Run 1, a small window of the routed layout:
Bar = 10 um. Window x 31 to 56, y 31 to 56 um. Cells in gray, sequential cells in the stronger gray; small squares are vias.
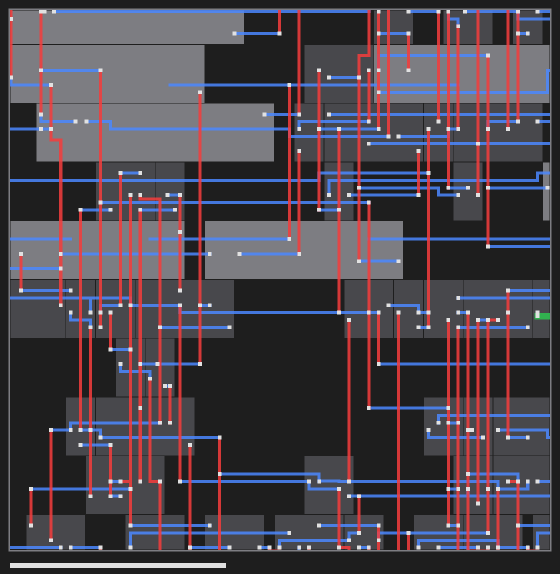
Run 1, nets reached from selected ports:
Bar = 50 um.
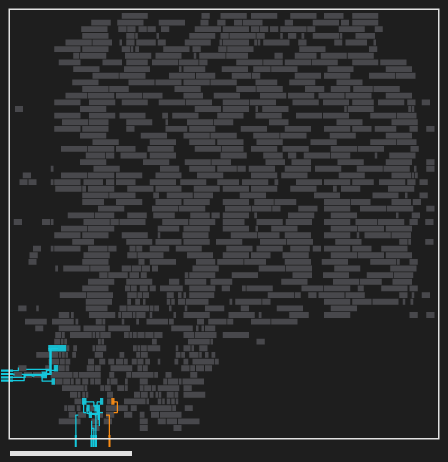
Run 1, selected gate families:
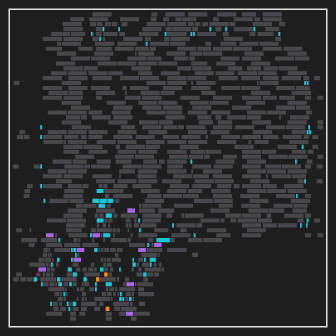
### src/rtl/hyperbus_rdcap.sv
// HyperBus read-data capture: packs RWDS-qualified DDR beats into 4*WIDTH-bit words and queues them in a FWFT FIFO.
// Optional build macro HBUS_RDCAP_BYTESWAP_EN swaps the two WIDTH-bit halves of every beat before packing.
module hyperbus_rdcap #(
    parameter int WIDTH   = 8,
    parameter int DEPTH   = 8,
    parameter int TIMEOUT = 15
) (
    input  logic                 clk90,
    input  logic                 rst,
    input  logic                 start_i,
    input  logic [7:0]           len_i,
    input  logic                 abort_i,
    input  logic [2*WIDTH-1:0]   dq_i,
    input  logic [1:0]           rwds_i,
    output logic [4*WIDTH-1:0]   dat_o,
    output logic                 valid_o,
    input  logic                 ready_i,
    output logic                 busy_o,
    output logic                 done_o,
    output logic                 ovf_o,
    output logic                 tmo_o
);

    localparam int AW = $clog2(DEPTH);
    localparam int TW = $clog2(TIMEOUT + 1);

    typedef enum logic [1:0] {IDLE, WAIT, CAPTURE, ERROR} state_t;

    state_t               state;
    logic [7:0]           remaining;
    logic [TW-1:0]        tmo_cnt;
    logic                 half;
    logic [2*WIDTH-1:0]   hold;
    logic [AW-1:0]        wr_ptr;
    logic [AW-1:0]        rd_ptr;
    logic [AW:0]          count;
    logic [4*WIDTH-1:0]   mem [DEPTH];

    logic                 beat_vld;
    logic [2*WIDTH-1:0]   beat;
    logic                 pop;
    logic                 full;
    logic                 capturing;
    logic                 completing;
    logic                 push;
    logic                 drop;

    assign beat_vld = (rwds_i == 2'b10);
`ifdef HBUS_RDCAP_BYTESWAP_EN
    assign beat = {dq_i[WIDTH-1:0], dq_i[2*WIDTH-1:WIDTH]};
`else
    assign beat = dq_i;
`endif

    assign valid_o    = (count != '0);
    assign full       = (count == (AW+1)'(DEPTH));
    assign pop        = valid_o && ready_i && !abort_i;
    assign capturing  = ((state == WAIT) || (state == CAPTURE)) && beat_vld && !abort_i;
    assign completing = capturing && half;
    // A full FIFO still accepts the word when the consumer frees a slot in the same cycle.
    assign push       = completing && (!full || pop);
    assign drop       = completing && full && !pop;

    // Unread storage is never exposed: the head reads as zero while empty.
    assign dat_o  = valid_o ? mem[rd_ptr] : '0;
    assign busy_o = (state != IDLE);

    always_ff @(posedge clk90) begin
        if (push) begin
            mem[wr_ptr] <= {hold, beat};
        end
        if (capturing && !half) begin
            hold <= beat;
        end
    end

    always_ff @(posedge clk90 or posedge rst) begin
        if (rst) begin
            state     <= IDLE;
            remaining <= '0;
            tmo_cnt   <= '0;
            half      <= 1'b0;
            wr_ptr    <= '0;
            rd_ptr    <= '0;
            count     <= '0;
            done_o    <= 1'b0;
            ovf_o     <= 1'b0;
            tmo_o     <= 1'b0;
        end else if (abort_i) begin
            state     <= IDLE;
            remaining <= '0;
            tmo_cnt   <= '0;
            half      <= 1'b0;
            wr_ptr    <= '0;
            rd_ptr    <= '0;
            count     <= '0;
            done_o    <= 1'b0;
            ovf_o     <= 1'b0;
            tmo_o     <= 1'b0;
        end else begin
            done_o <= 1'b0;
            if (pop) begin
                rd_ptr <= rd_ptr + 1'b1;
            end
            if (push) begin
                wr_ptr <= wr_ptr + 1'b1;
            end
            case ({push, pop})
                2'b10:   count <= count + 1'b1;
                2'b01:   count <= count - 1'b1;
                default: count <= count;
            endcase

            case (state)
                IDLE: begin
                    if (start_i && (len_i != 8'd0)) begin
                        remaining <= len_i;
                        half      <= 1'b0;
                        tmo_cnt   <= TW'(TIMEOUT);
                        state     <= WAIT;
                    end
                end
                WAIT, CAPTURE: begin
                    if (beat_vld) begin
                        tmo_cnt <= TW'(TIMEOUT);
                        state   <= CAPTURE;
                        if (!half) begin
                            half <= 1'b1;
                        end else begin
                            half <= 1'b0;
                            if (drop) begin
                                ovf_o <= 1'b1;
                                state <= ERROR;
                            end else begin
                                remaining <= remaining - 8'd1;
                                if (remaining == 8'd1) begin
                                    done_o <= 1'b1;
                                    state  <= IDLE;
                                end
                            end
                        end
                    end else if (tmo_cnt <= TW'(1)) begin
                        tmo_cnt <= '0;
                        tmo_o   <= 1'b1;
                        state   <= ERROR;
                    end else begin
                        tmo_cnt <= tmo_cnt - 1'b1;
                    end
                end
                ERROR: begin
                    state <= ERROR;
                end
                default: begin
                    state <= IDLE;
                end
            endcase
        end
    end

endmodule
### config.mk
export PLATFORM = sky130hd
export DESIGN_NAME = hyperbus_rdcap
export DESIGN_NICKNAME = d
export VERILOG_FILES = /design/src/rtl/hyperbus_rdcap.sv
export SDC_FILE = /design/constraint.sdc
export NUM_CORES = 1
export LEC_CHECK = 0
export ABC_AREA = 0
export CORE_UTILIZATION = 40
export CTS_CLUSTER_SIZE = 40
export DETAILED_ROUTE_END_ITERATION = 12
export SLEW_MARGIN = 20
export SYNTH_ARGS = -nofsm -noshare
export SYNTH_HDL_FRONTEND = slang
export SYNTH_SLANG_ARGS = --single-unit
### constraint.sdc
create_clock -name clk90 -period 5.4 [get_ports clk90]
set_clock_uncertainty 0.05 [all_clocks]
set_input_delay 1.08 -clock clk90 [delete_from_list [all_inputs] [get_ports clk90]]
set_output_delay 1.08 -clock clk90 [all_outputs]
set_load 0.01 [all_outputs]
==> run notes, run 1 <==
Notes on the flow outputs.

- Among all cell classes, the greatest summed area belongs to sequential cells.
- The flow reports that the clock network draws 39.8% of the design power.
- The worst-path maximum fanout is 34.
- In this run the deepest clock path goes through 3 buffers.
- Per the hold report, the tightest min-delay path originates at ovf_o.
- The sequential fraction of total cell area is 62.47%.
- The end point of the worst hold path reads ovf_o.
- Once layout is complete, the utilization of the core stands at 48.06%.
- At the floorplan stage, the core utilization is reported as 40.56%.
- The smallest hold slack is 0.4671 ns.
- The final weighted congestion in routability-driven placement is 0.7134.
- The sink count of the clock tree is 300.
- After layout, the inverter instance count without clock inverters stands at 15.
- Counting only logic cells after layout, the most numerous master is sky130_fd_sc_hd__edfxtp_1.
- The boundary pin count is 68.
- The transition at the pin with the smallest max-transition slack reads 0.7613 ns.
- The relative slew slack reads 49.24%.
- The global-route met1 utilization is 21.12%.
- The number of buffers added to fix hold violations after cts reads 0.
- The synthesized netlist was found by Yosys to have 636 cells.
- Per the skew report, the later register of the worst-skew pair sees a clock latency of 0.56 ns.
- In the global route stage, met2 resource usage came out at 26.95%.
- The number of cell instances on the worst register-to-register path reads 7.
- The fraction of area in multi-input gates reads 21.07%.
- The number of placed instances, taps included, is 1078.
- The number of flip-flops in the largest register reads 256.
- The run finished with clean final reports.
- Setup slack on the worst path after placement came out at 1.505 ns.
- The combined buffer and inverter count along the critical path is 2.
- The startpoint of the most critical register-to-register path is state[0].
- The violation count after the first detailed-routing iteration is 399.
- The number of multi-input logic gates reads 290.
- The stage logs contain a warning count of 29.
- The final design area excluding fillers is 14210 sq um.
- The well-tap cell count reads 390.
- The global-route usage over all layers is 15.71%.
- The highest metal layer with signal wires reads met4.
- The largest power group reads sequential cells.
- The total of fill cells in the finished design is 2439.
- The row count is 63.
- The critical-path cell with the highest stage delay reads sky130_fd_sc_hd__dfrtp_4.
Notes on 'a small window of the routed layout' above:
layer	color
metal 3	green
metal 2	red
metal 1	blue
most frequent	nand2_1 (5), nor2_1 (4), dfrtp_1 (4)
cells with their middle in the window	43
sequential cells in the window	6
netlist names of flops here include	mem (2), state (2), wr_ptr (2)

Notes on 'nets reached from selected ports' above:
port	color	bits	direction	edge	end cells	wire
start_i	orange	1	input	south	1	18.2 um
len_i	cyan	8	input	4 west, 4 south	10	164 um

Notes on 'selected gate families' above:
family	color	cells
AND and OR gates	orange	3
NOR gates	cyan	81
adder and majority cells	purple	10

Run 1, register map, names as in the netlist:
Bar = 50 um. Other sequential cells in the stronger gray, the rest of the logic in the fainter gray.
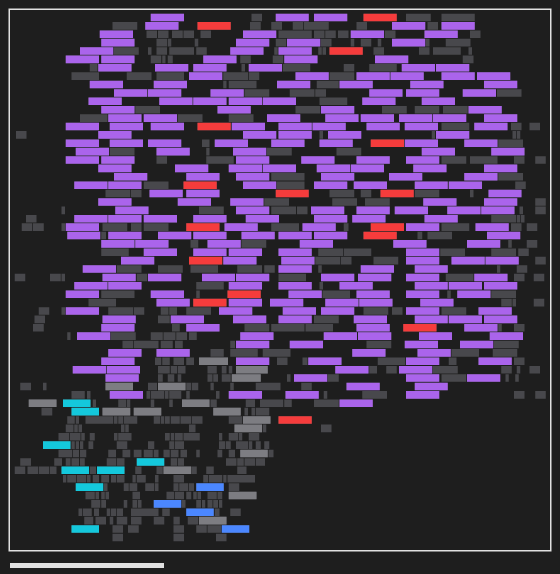

==> run 1 -> run 2 <==
==> constraint.sdc (replaced) <==
create_clock -name clk90 -period 3.45 [get_ports clk90]
set_clock_uncertainty 0.05 [all_clocks]
set_input_delay 0.69 -clock clk90 [delete_from_list [all_inputs] [get_ports clk90]]
set_output_delay 0.69 -clock clk90 [all_outputs]
set_load 0.01 [all_outputs]
Run 2, register map, names as in the netlist:
Bar = 50 um. Other sequential cells in the stronger gray, the rest of the logic in the fainter gray.
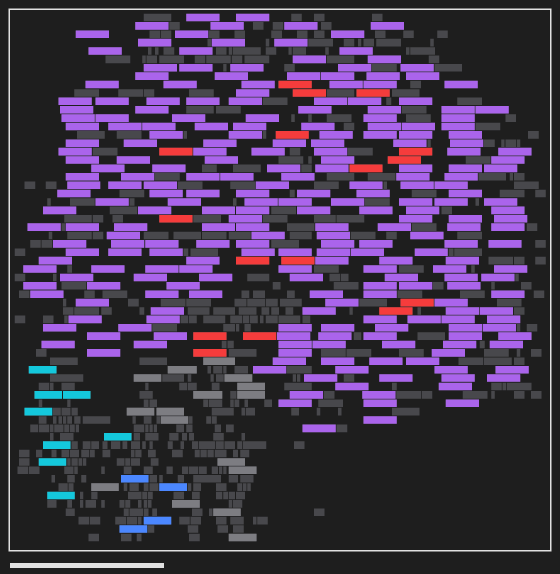
name in the netlist	color	placed flops
mem	purple	256
hold	red	16
tmo_cnt	blue	4
remaining	cyan	8
share of the final layout cell area in sequential cells: 61.62%
Layout Utilization: 48.72%
power consumed by sequential cells: 4.16 mW
flip-flop and latch area: 8875 sq um

==> run 2 against run 1 <==
Compared with the run above:
- cell count is 1.6% higher
- synthesized cell count did not move
- core utilization is 0.66 points higher
- worst hold slack lost 0.027 ns
- highest routed layer unchanged
- critical path type unchanged
- non-clock buffer count grew 17
- clock power is 47% higher
==> run notes, run 2 <==
Notes on the flow outputs.

- The congestion estimate from routability-driven global placement came to 0.7448.
- The sink count of the clock tree is 300.
- After Yosys synthesis, full adders, half adders and majority gates account for 1.044% of the synthesized area.
- The switching share of power is 23.31%.
- Along the worst path, the maximum fanout reaches 21.
- The final design area excluding fillers reads 14400 sq um.
- Prior to clock tree synthesis, the placed netlist has a worst setup slack of 0.2098 ns.
- The most frequent logic cell in the layout is sky130_fd_sc_hd__edfxtp_1.
- The row count reads 63.
- Looking at the max-slew report, the worst-margin pin has a slew of 0.5427 ns.
- The detailed placer reported the number of placed instances as 1093.
- The global-route usage over all layers reads 16.40%.
- Per the timing report, the most critical flop-to-flop path originates at state[0].
- According to the cell report, the number of logic gates is 290.
- The data required time of the worst path is 2.71 ns.
- The leakage power is 4.590 nW.
- The number of pins exceeding their max-slew limit in the final report reads 0.
- The number of warnings in the stage logs reads 29.
- The register with the most flip-flops in the layout has 256 of them.
- The final-layout clock buffer total reads 35.
- The highest metal layer with signal wires is met4.
- The cell group occupying the most layout area is sequential cells.
- Non-clock inverters in the final layout number 15.
- Per the STA report, the cell with the highest stage delay on the worst path is sky130_fd_sc_hd__mux4_2.
- The largest power group is sequential cells.
- The violation count after the first detailed-routing iteration reads 409.
- The fraction of area in multi-input gates is 20.89%.
- The core utilization before placement reads 40.56%.
- The post-synthesis cell count from yosys reads 636.
- Counting along the longest clock path gives a buffer depth of 3.
- Global routing used 22.34% of the available met1 tracks.
- Fill cells in the final layout number 2458.
- The relative slew slack reads 62.79%.
- The number of cell instances on the worst register-to-register path is 10.
- The cell sequence reported for the critical path is buf_12 -> mux4_2 -> mux2i_1 -> nor2_1 -> clkdlybuf4s50_1.
- The clock latency at the later pin of the worst-skew pair reads 0.55 ns.
- The first global-routing pass estimated 38.16 mm of wire.
- In this run, the clock network consumes 38.0% of the power.
- The boundary pin count is 68.
- The combined buffer and inverter count along the critical path is 2.
- The net count after synthesis is 677.
- The critical path capture point type is a primary output.
- The well-tap cell count reads 390.
- The smallest hold slack is 0.4402 ns.
- The number of buffers added to fix hold violations after cts reads 0.
- The flow ran to the end, and the final reports show no timing, DRC or antenna violations.
Power is estimated from default activity; no workload was simulated.
